<file path="src/rtl/inst_encode_if.sv">
// Field-set stream in, instruction-memory write port and session status out.
interface inst_encode_if #(
    parameter int ADDRESS_WIDTH   = 2,
    parameter int OPCODE_WIDTH    = 4,
    parameter int FUNCTION_WIDTH  = 8,
    parameter int INST_WIDTH      = 18,
    parameter int IMEM_ADDR_WIDTH = 8
);
    logic                       i_start;
    logic [IMEM_ADDR_WIDTH-1:0] i_base_addr;
    logic                       i_valid;
    logic                       o_ready;
    logic                       i_last;
    logic [OPCODE_WIDTH-1:0]    i_opcode;
    logic [ADDRESS_WIDTH-1:0]   i_rd;
    logic [ADDRESS_WIDTH-1:0]   i_rs1;
    logic [ADDRESS_WIDTH-1:0]   i_rs2;
    logic [FUNCTION_WIDTH-1:0]  i_funct;
    logic [13:0]                i_imm;
    logic                       o_imem_we;
    logic [IMEM_ADDR_WIDTH-1:0] o_imem_addr;
    logic [INST_WIDTH-1:0]      o_imem_wdata;
    logic                       o_busy;
    logic                       o_done;
    logic                       o_error;
    logic [IMEM_ADDR_WIDTH:0]   o_count;

    // Program generator / loader side
    modport master (
        output i_start, i_base_addr, i_valid, i_last, i_opcode,
               i_rd, i_rs1, i_rs2, i_funct, i_imm,
        input  o_ready, o_imem_we, o_imem_addr, o_imem_wdata,
               o_busy, o_done, o_error, o_count
    );

    // Encoder side
    modport slave (
        input  i_start, i_base_addr, i_valid, i_last, i_opcode,
               i_rd, i_rs1, i_rs2, i_funct, i_imm,
        output o_ready, o_imem_we, o_imem_addr, o_imem_wdata,
               o_busy, o_done, o_error, o_count
    );
endinterface

</file>
<file path="src/rtl/inst_encode.sv">
// Instruction encoder / program loader: packs field sets into instruction
// words and writes them to consecutive instruction-memory addresses.
module inst_encode #(
    parameter int ADDRESS_WIDTH   = 2,
    parameter int OPCODE_WIDTH    = 4,
    parameter int FUNCTION_WIDTH  = 8,
    parameter int INST_WIDTH      = 18,
    parameter int IMEM_ADDR_WIDTH = 8
) (
    input  logic          i_clk,
    input  logic          i_rst,
    inst_encode_if.slave  bus
);
    // Opcode assignments shared with the decoder
    localparam logic [OPCODE_WIDTH-1:0] OP_R_TYPE = OPCODE_WIDTH'(0);
    localparam logic [OPCODE_WIDTH-1:0] OP_LDR    = OPCODE_WIDTH'(1);
    localparam logic [OPCODE_WIDTH-1:0] OP_STR    = OPCODE_WIDTH'(2);
    localparam logic [OPCODE_WIDTH-1:0] OP_ADDI   = OPCODE_WIDTH'(3);
    localparam logic [OPCODE_WIDTH-1:0] OP_SUBI   = OPCODE_WIDTH'(4);
    localparam logic [OPCODE_WIDTH-1:0] OP_BNE    = OPCODE_WIDTH'(5);
    localparam logic [OPCODE_WIDTH-1:0] OP_JMP    = OPCODE_WIDTH'(6);

    typedef enum logic [1:0] {
        S_IDLE = 2'd0,
        S_LOAD = 2'd1,
        S_DONE = 2'd2
    } state_t;

    state_t                     state_q, state_d;

    logic [IMEM_ADDR_WIDTH-1:0] ptr_q;
    logic [IMEM_ADDR_WIDTH-1:0] acc_cnt_q;
    logic [IMEM_ADDR_WIDTH:0]   count_q;
    logic                       error_q;
    logic                       we_q;
    logic [IMEM_ADDR_WIDTH-1:0] waddr_q;
    logic [INST_WIDTH-1:0]      wdata_q;

    logic [OPCODE_WIDTH-1:0]    op;
    logic [ADDRESS_WIDTH-1:0]   rd, rs1, rs2;
    logic [FUNCTION_WIDTH-1:0]  funct;
    logic [13:0]                imm;

    logic                       word_ok;
    logic [INST_WIDTH-1:0]      word_d;
    logic                       transfer;
    logic                       accept;
    logic                       reject;
    logic                       full_hit;
    logic                       start_session;

    assign op    = bus.i_opcode;
    assign rd    = bus.i_rd;
    assign rs1   = bus.i_rs1;
    assign rs2   = bus.i_rs2;
    assign funct = bus.i_funct;
    assign imm   = bus.i_imm;

    // Encode the presented field set and decide whether it is legal
    always_comb begin
        word_ok = 1'b0;
        word_d  = '0;
        case (op)
            OP_R_TYPE: begin
                word_ok = 1'b1;
                word_d  = {op, rd, rs1, rs2, funct};
            end
            OP_LDR, OP_STR, OP_ADDI, OP_SUBI, OP_BNE: begin
                // The 8-bit immediate must be representable: upper bits
                // have to be a pure sign extension of bit 7.
                word_ok = (imm[13:8] == {6{imm[7]}});
                word_d  = {op, rd, rs1, {ADDRESS_WIDTH{1'b0}}, imm[7:0]};
            end
            OP_JMP: begin
                word_ok = 1'b1;
                word_d  = {op, imm};
            end
            default: begin
                word_ok = 1'b0;
                word_d  = '0;
            end
        endcase
    end

    assign transfer      = bus.i_valid && (state_q == S_LOAD);
    assign accept        = transfer && word_ok;
    assign reject        = transfer && !word_ok;
    // This accept fills the last free word of the memory
    assign full_hit      = accept && (acc_cnt_q == '1);
    assign start_session = bus.i_start && (state_q != S_LOAD);

    // State register
    always_ff @(posedge i_clk or posedge i_rst) begin
        if (i_rst) begin
            state_q <= S_IDLE;
        end else begin
            state_q <= state_d;
        end
    end

    // Next-state logic
    always_comb begin
        state_d = state_q;
        case (state_q)
            S_IDLE: if (bus.i_start) state_d = S_LOAD;
            S_LOAD: if (transfer && (bus.i_last || full_hit)) state_d = S_DONE;
            S_DONE: if (bus.i_start) state_d = S_LOAD;
            default: state_d = S_IDLE;
        endcase
    end

    // FSM-derived outputs
    always_comb begin
        bus.o_ready = (state_q == S_LOAD);
        bus.o_done  = (state_q == S_DONE);
        bus.o_busy  = (state_q == S_LOAD) || we_q;
    end

    // Write pipeline, pointer, counters and sticky error
    always_ff @(posedge i_clk or posedge i_rst) begin
        if (i_rst) begin
            ptr_q     <= '0;
            acc_cnt_q <= '0;
            count_q   <= '0;
            error_q   <= 1'b0;
            we_q      <= 1'b0;
            waddr_q   <= '0;
            wdata_q   <= '0;
        end else begin
            we_q    <= accept;
            // o_count follows the write that is ending at this edge
            count_q <= count_q + {{IMEM_ADDR_WIDTH{1'b0}}, we_q};
            if (accept) begin
                waddr_q   <= ptr_q;
                wdata_q   <= word_d;
                ptr_q     <= ptr_q + IMEM_ADDR_WIDTH'(1);
                acc_cnt_q <= acc_cnt_q + IMEM_ADDR_WIDTH'(1);
            end
            if (reject) begin
                error_q <= 1'b1;
            end
            // A new session overrides any bookkeeping from the old one
            if (start_session) begin
                ptr_q     <= bus.i_base_addr;
                acc_cnt_q <= '0;
                count_q   <= '0;
                error_q   <= 1'b0;
            end
        end
    end

    assign bus.o_imem_we    = we_q;
    assign bus.o_imem_addr  = waddr_q;
    assign bus.o_imem_wdata = wdata_q;
    assign bus.o_error      = error_q;
    assign bus.o_count      = count_q;

endmodule

</file>
<file path="src/flat_wrapper.sv">
// flat-port wrapper written by rule: the top's interface ports become plain ports
module inst_encode_flat 
#(
    parameter int ADDRESS_WIDTH   = 2,
    parameter int OPCODE_WIDTH    = 4,
    parameter int FUNCTION_WIDTH  = 8,
    parameter int INST_WIDTH      = 18,
    parameter int IMEM_ADDR_WIDTH = 8
)
  (i_clk, i_rst, bus_i_start, bus_i_base_addr, bus_i_valid, bus_i_last, bus_i_opcode, bus_i_rd, bus_i_rs1, bus_i_rs2, bus_i_funct, bus_i_imm, bus_o_ready, bus_o_imem_we, bus_o_imem_addr, bus_o_imem_wdata, bus_o_busy, bus_o_done, bus_o_error, bus_o_count);
  inst_encode_if #(.ADDRESS_WIDTH(ADDRESS_WIDTH), .OPCODE_WIDTH(OPCODE_WIDTH), .FUNCTION_WIDTH(FUNCTION_WIDTH), .INST_WIDTH(INST_WIDTH), .IMEM_ADDR_WIDTH(IMEM_ADDR_WIDTH)) bus_i ();
  input  logic i_clk;
  input  logic i_rst;
  input wire logic [$bits(bus_i.i_start)-1:0] bus_i_start;
  input wire logic [$bits(bus_i.i_base_addr)-1:0] bus_i_base_addr;
  input wire logic [$bits(bus_i.i_valid)-1:0] bus_i_valid;
  input wire logic [$bits(bus_i.i_last)-1:0] bus_i_last;
  input wire logic [$bits(bus_i.i_opcode)-1:0] bus_i_opcode;
  input wire logic [$bits(bus_i.i_rd)-1:0] bus_i_rd;
  input wire logic [$bits(bus_i.i_rs1)-1:0] bus_i_rs1;
  input wire logic [$bits(bus_i.i_rs2)-1:0] bus_i_rs2;
  input wire logic [$bits(bus_i.i_funct)-1:0] bus_i_funct;
  input wire logic [$bits(bus_i.i_imm)-1:0] bus_i_imm;
  output wire logic [$bits(bus_i.o_ready)-1:0] bus_o_ready;
  output wire logic [$bits(bus_i.o_imem_we)-1:0] bus_o_imem_we;
  output wire logic [$bits(bus_i.o_imem_addr)-1:0] bus_o_imem_addr;
  output wire logic [$bits(bus_i.o_imem_wdata)-1:0] bus_o_imem_wdata;
  output wire logic [$bits(bus_i.o_busy)-1:0] bus_o_busy;
  output wire logic [$bits(bus_i.o_done)-1:0] bus_o_done;
  output wire logic [$bits(bus_i.o_error)-1:0] bus_o_error;
  output wire logic [$bits(bus_i.o_count)-1:0] bus_o_count;
  assign bus_i.i_start = bus_i_start;
  assign bus_i.i_base_addr = bus_i_base_addr;
  assign bus_i.i_valid = bus_i_valid;
  assign bus_i.i_last = bus_i_last;
  assign bus_i.i_opcode = bus_i_opcode;
  assign bus_i.i_rd = bus_i_rd;
  assign bus_i.i_rs1 = bus_i_rs1;
  assign bus_i.i_rs2 = bus_i_rs2;
  assign bus_i.i_funct = bus_i_funct;
  assign bus_i.i_imm = bus_i_imm;
  assign bus_o_ready = bus_i.o_ready;
  assign bus_o_imem_we = bus_i.o_imem_we;
  assign bus_o_imem_addr = bus_i.o_imem_addr;
  assign bus_o_imem_wdata = bus_i.o_imem_wdata;
  assign bus_o_busy = bus_i.o_busy;
  assign bus_o_done = bus_i.o_done;
  assign bus_o_error = bus_i.o_error;
  assign bus_o_count = bus_i.o_count;
  inst_encode #(.ADDRESS_WIDTH(ADDRESS_WIDTH), .OPCODE_WIDTH(OPCODE_WIDTH), .FUNCTION_WIDTH(FUNCTION_WIDTH), .INST_WIDTH(INST_WIDTH), .IMEM_ADDR_WIDTH(IMEM_ADDR_WIDTH)) u_core (.i_clk(i_clk), .i_rst(i_rst), .bus(bus_i));
endmodule
</file>
<file path="config.mk">
export PLATFORM = sky130hd
export DESIGN_NAME = inst_encode_flat
export DESIGN_NICKNAME = d
export VERILOG_FILES = /design/src/rtl/inst_encode_if.sv /design/src/rtl/inst_encode.sv /design/src/flat_wrapper.sv
export SDC_FILE = /design/constraint.sdc
export NUM_CORES = 1
export LEC_CHECK = 0
export CORE_MARGIN = 1.5
export CORE_UTILIZATION = 55
export DETAILED_ROUTE_END_ITERATION = 10
export DONT_BUFFER_PORTS = 1
export PLACE_DENSITY = 0.73
export RECOVER_POWER = 50
export SLEW_MARGIN = 20
export SYNTH_ARGS = -nofsm -noshare
export SYNTH_HDL_FRONTEND = slang
export SYNTH_SLANG_ARGS = --single-unit
</file>
<file path="constraint.sdc">
create_clock -name i_clk -period 1.7 [get_ports i_clk]
set_input_delay 0.51 -clock i_clk [delete_from_list [all_inputs] [get_ports i_clk]]
set_output_delay 0.51 -clock i_clk [all_outputs]
set_load 0.01 [all_outputs]
</file>
Fig. 1: run 1, sizing map
Bar = 20 um.
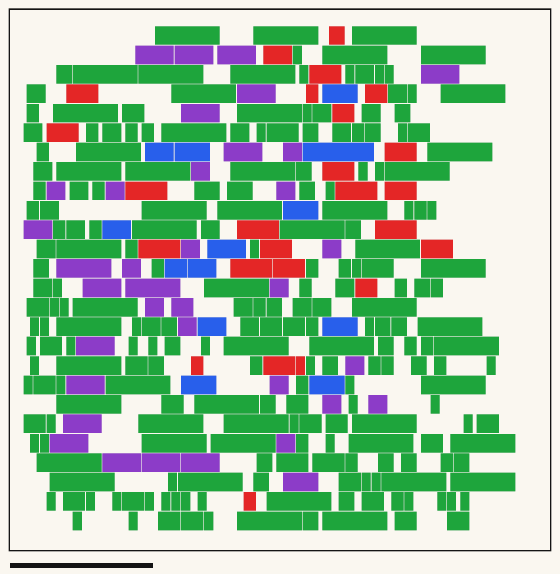
[purple] x3 and x4 | cells: 36
[blue] x6 and larger | cells: 13
[red] x2 | cells: 25
[green] x1 and smaller | cells: 224
Non-CTS buffers: 23
Design Area, Final: 3330 sq um
worst setup margin: -275 ps

Fig. 2: run 1, sequential cells grouped by signal name
Bar = 20 um. Other sequential cells in the stronger gray, the rest of the logic in the fainter gray.
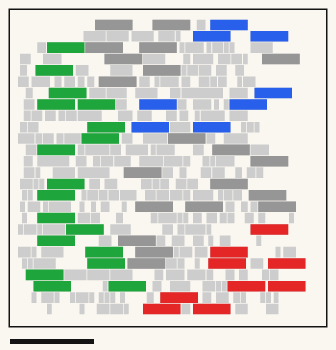
[blue] `u_core.ptr_q` | flops: 8
[green] `u_core.bus.o_imem_wdata` | flops: 18
[red] `u_core.bus.o_count` | flops: 9

Fig. 3: run 1, selected gate families
Bar = 20 um.
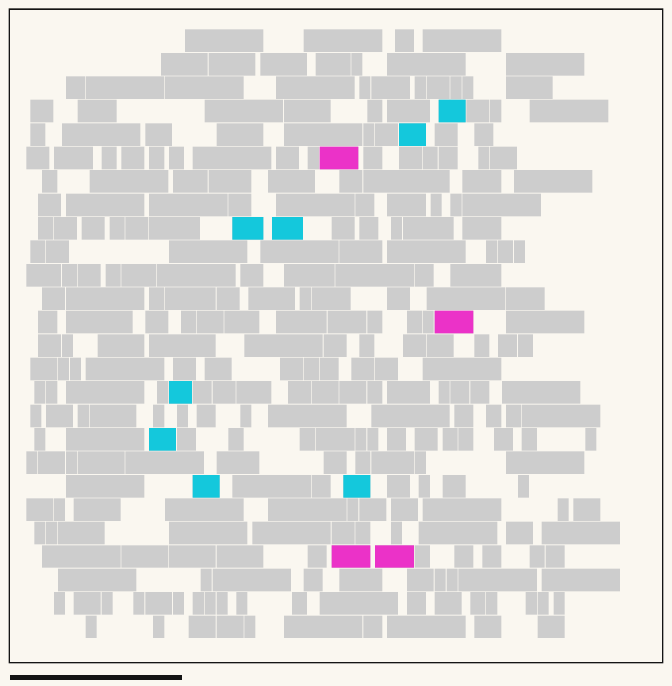
[cyan] non-inverting ao/oa cells | cells: 8
[magenta] fa/ha/maj cells | cells: 4
most frequent logic cell in the layout: dfrtp_1
multi-input combinational area share: 45.9%
Non-Filler Instances: 368

Fig. 4: run 1, routing congestion
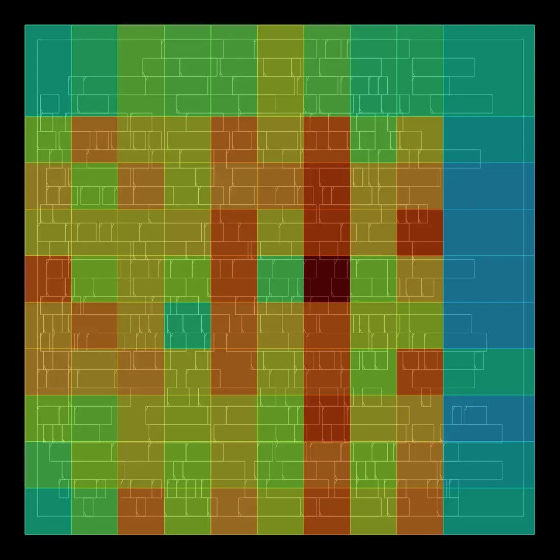
grt met2 use: 39.9%
post-DR wirelength/cell: 18.7 um
final core utilization: 65.3%
GR Util met3: 6.75%
met1 usage: 35.5%

==> run_results.csv, run 1 <==
group,metric,value,unit
run_status,status,"finished with violations",
run_status,violations,"setup timing",
detailed_routing,wl,6880,um
floorplan,fp.dieArea,5720,sq um
synth,ys_sh_adder,1.72,%
power,maxPowerGroup,"registers",
worst_setup_path,crit_required,1900,ps
floorplan,core_area,5110,sq um
power,intPower,0.00252,W
global_routing,grt_pass1_vias,2249,
synth,synth.top_cell.area_share,47.4,%
worst_setup_path,critPathBufInv,1,
power,p_clk,0.000743,W
synth,floorplan.nets,336,
layout,buf_share,6.15,%
final_timing,setup_violations,43,
synth,ys_sh_simple,19.1,%
final_timing,rsz0062_at_grt,"yes",
final_timing,slew_violations,0,
clocking,cts-root-buf,"clkbuf_8",
power,switchingPower,0.00132,W
detailed_routing,top_layer_used,"met4",
synth,top_area_cell,"dfrtp_1",
worst_setup_path,crit_path_end_kind,"flop",
final_timing,setup_ws,-275,ps
clocking,holdBufCountCts,0,
place,place_congestion,0.810,
worst_setup_path,crit_cells,6,
global_routing,grt_start_max_net_pins,37,
power,pwr-share-seq,52.6,%
synth,xor_share,2.11,%
detailed_routing,via_per_inst,6.28,
final_timing,tns,-7310,ps
job,tool_warnings,29,
min_path,hp-class,"in2async",
final_timing,fin_crit_sh,116,%
worst_setup_path,max_stage_delay,530,ps
layout,lay_top_cells,"dfrtp_1 (55), nor2_1 (39), buf_4 (16), mux2_4 (15), nand2_1 (15)",
synth,async_flop_share,100,%
place,dp.cells,357,
worst_setup_path,r2r_setup_slack,-160,ps
synth,enable_flop_cells,0,
power,leakage,1.44,nW
detailed_routing,met1_length,3000,um
floorplan,n_tap_cell,70,
final_timing,relSlewSlack,49.7,%
synth,yosysSeqAreaShare,47.4,%
detailed_routing,met3_length,423,um
power,power_density,1150,nW/um^2
worst_setup_path,cp-start-kind,"input pin",
layout,largest_reg_flops,18,
layout,inverters_excl_clock,9,
synth,ys_types,51,
floorplan,core_util_floorplan,56.8,%
synth,logic_family,"simple AND/OR/NAND/NOR gates",
global_routing,antenna_found_initial,0,
synth,ys_cells,287,
Fig. 5: run 1, placement by cell class
Bar = 20 um.
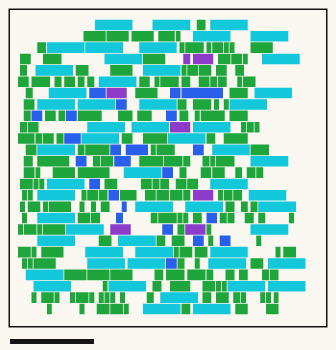

==> run 2, diff against run 1 <==
Settings changed: SKIP_LAST_GASP from default to 1.
Fig. 6: run 2, placement by cell class
Bar = 20 um.
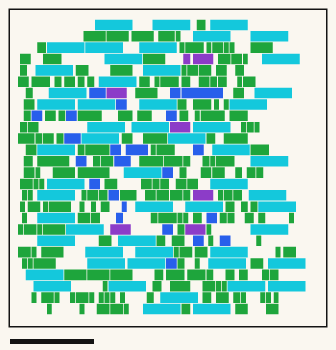
[blue] remaining buffers and delay cells | cells: 23
[purple] clock drivers and dummy loads | cells: 7
[green] remaining logic cells | cells: 213
[cyan] sequential cells | cells: 55

==> run 2 against run 1 <==
Effect of this change: the run still ends with setup timing left; combinational power about the same; synthesized area unchanged; core utilization decreased by 0.098 points; sequential power about the same; sequential share of layout area increased by 0.062 points; synthesized cell count unchanged; total power about the same; global-route usage unchanged; largest cell class unchanged; largest power group unchanged.
==> run_results.csv, run 2 <==
group,metric,value,unit
detailed_routing,first_pass_iters,5,
synth,ys_types,51,
final_timing,fin_crit_sh,116,%
synth,ys_cells,287,
synth,logic_family,"simple AND/OR/NAND/NOR gates",
global_routing,grtUsageMet2,39.9,%
global_routing,grt_pass1_vias,2249,
job,tool_warnings,29,
layout,buffers,23,
layout,final_util,65.2,%
run_status,violations,"setup timing",
worst_setup_path,crit_path_end_kind,"flop",
worst_setup_path,max_stage_delay,530,ps
detailed_routing,top_layer_used,"met4",
synth,syn_inst,287,
power,power_density,1150,nW/um^2
floorplan,n_tap_cell,70,
power,pwr-share-seq,52.7,%
power,leakage,1.44,nW
run_status,status,"finished with violations",
synth,xor_share,2.11,%
place,place_congestion,0.810,
global_routing,antenna_found_initial,0,
worst_setup_path,r2r_setup_slack,-150,ps
global_routing,met1_usage,35.5,%
final_timing,relSlewSlack,49.8,%
synth,ys_sh_simple,19.1,%
synth,common_cells,"dfrtp_1 (55), nor2_1 (39), clkbuf_1 (16)",
final_timing,rsz0062_at_grt,"yes",
layout,buf_share,6.16,%
final_timing,setup_ws,-275,ps
clocking,cts-root-buf,"clkbuf_8",
layout,lay_top_cells,"dfrtp_1 (55), nor2_1 (39), buf_4 (16), mux2_4 (15), nand2_1 (15)",
min_path,hp-class,"in2async",
worst_setup_path,crit_cells,6,
synth,yosysSeqAreaShare,47.4,%
detailed_routing,routedWlPerCell,18.7,um
layout,layoutNonFillerInstCount,368,
place,dp.cells,357,
power,switchingPower,0.00133,W
worst_setup_path,critPathBufInv,1,
global_routing,grt_pass1_wl,11000,um
layout,inverters_excl_clock,9,
synth,async_flop_share,100,%
clocking,clk_latency,310,ps
synth,synth.top_cell.area_share,47.4,%
power,p_clk,0.000746,W
synth,enable_flop_cells,0,
final_timing,setup_violations,43,
detailed_routing,via_per_inst,6.29,
synth,top_area_cell,"dfrtp_1",
synth,yosys_area,2900,sq um
clocking,holdBufCountCts,0,
final_timing,slew_violations,0,
synth,floorplan.nets,336,
detailed_routing,met3_length,408,um
worst_setup_path,crit_required,1900,ps
detailed_routing,met1_length,3070,um
layout,layout_top_cell,"dfrtp_1",
layout,sh_comb_area,45.8,%
floorplan,fp.dieArea,5720,sq um
layout,final_cell_area,3330,sq um
final_timing,tns,-7320,ps
layout,mi_logic_area,1530,sq um
power,maxPowerGroup,"registers",
Fig. 7: run 2, sequential cells grouped by signal name
Bar = 20 um. Other sequential cells in the stronger gray, the rest of the logic in the fainter gray.
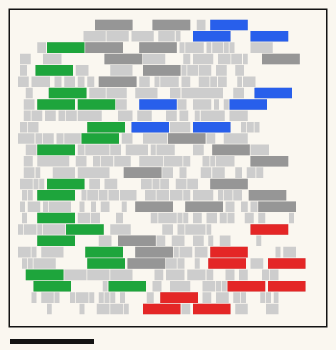

==> run 3, diff against run 2 <==
Clock period 1.7 ns to 1.6 ns, I/O delays scaled along.
Fig. 8: run 3, sequential cells grouped by signal name
Bar = 20 um. Other sequential cells in the stronger gray, the rest of the logic in the fainter gray.
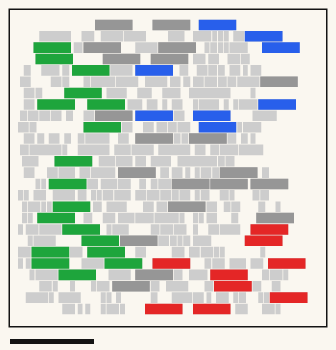
[red] `u_core.bus.o_count` | flops: 9
[blue] `u_core.ptr_q` | flops: 8
[green] `u_core.bus.o_imem_wdata` | flops: 18
not colored: 20
Seq/total area: 39.9%
final core utilization: 67.6%

==> run 3 against run 2 <==
Effect of this change: the run still ends with setup timing left; die area unchanged; non-clock buffer count grew 8; final cell count increased by 2.4%; clock power rose by 0.8%; register-to-register slack worse by 110 ps; via count increased by 2.4%; routed wire length increased by 4.1%; sequential cell count unchanged; critical path depth unchanged.
==> run_results.csv, run 3 <==
group,metric,value,unit
layout,largest_reg_flops,18,
final_timing,slew_violations,0,
power,leakage,1.49,nW
worst_setup_path,crit_path_end_kind,"flop",
layout,layoutNonFillerInstCount,377,
detailed_routing,first_pass_iters,4,
synth,top_area_cell,"dfrtp_1",
clocking,clk_latency,310,ps
synth,ys_types,51,
final_timing,rsz0062_at_grt,"yes",
detailed_routing,met3_length,488,um
layout,sh_comb_area,45.6,%
synth,floorplan.nets,336,
power,switchingPower,0.00142,W
layout,layout_top_cell,"dfrtp_1",
layout,buf_share,8.19,%
global_routing,grtUsageMet2,41.8,%
global_routing,grt_pass1_vias,2307,
floorplan,core_util_floorplan,56.8,%
synth,yosys_area,2900,sq um
layout,lay_top_cells,"dfrtp_1 (55), nor2_1 (39), buf_4 (22), mux2_4 (15), nand2_1 (15)",
worst_setup_path,reg2reg_to,"u_core.bus.o_imem_addr[1]$_DFFE_PP0P_",
synth,ys_cells,287,
layout,ff_latch_area,1380,sq um
worst_setup_path,cp-start-kind,"input pin",
min_path,hp-class,"in2async",
final_timing,fin_crit_sh,122,%
final_timing,setup_violations,46,
power,intPower,0.00269,W
global_routing,antenna_found_initial,0,
detailed_routing,routedWlPerCell,19.0,um
layout,inverters_excl_clock,9,
global_routing,grt_pass1_wl,11000,um
synth,enable_flop_cells,0,
clocking,clock-sinks,55,
worst_setup_path,crit_required,1800,ps
synth,ys_sh_adder,1.72,%
global_routing,grt_start_max_net_pins,42,
synth,xor_share,2.11,%
final_timing,setup_ws,-345,ps
detailed_routing,wl,7170,um
worst_setup_path,crit_cells,6,
worst_setup_path,max_stage_delay,530,ps
synth,logic_family,"simple AND/OR/NAND/NOR gates",
run_status,status,"finished with violations",
detailed_routing,top_layer_used,"met4",
global_routing,grtUsageMet3,7.54,%
final_timing,tns,-11130,ps
detailed_routing,via_per_inst,6.28,
layout,mi_logic_area,1570,sq um
clocking,holdBufCountCts,0,
worst_setup_path,critPathBufInv,1,
synth,async_flop_share,100,%
detailed_routing,met1_length,3060,um
final_timing,relSlewSlack,56.1,%
synth,ff_type,"dfrtp_1",
synth,syn_inst,287,
global_routing,met1_usage,33.8,%
synth,synth_warnings,0,
synth,synth.top_cell.area_share,47.4,%
place,place_congestion,0.763,
place,dp.cells,361,
global_routing,grt_overflow,0,
clocking,cts-root-buf,"clkbuf_8",
synth,common_cells,"dfrtp_1 (55), nor2_1 (39), clkbuf_1 (16)",
run_status,violations,"setup timing",
floorplan,n_tap_cell,70,
power,seq-power,0.00215,W
floorplan,core_area,5110,sq um
power,maxPowerGroup,"registers",
Power figures rest on the tool's default switching activity, not on a simulated workload.
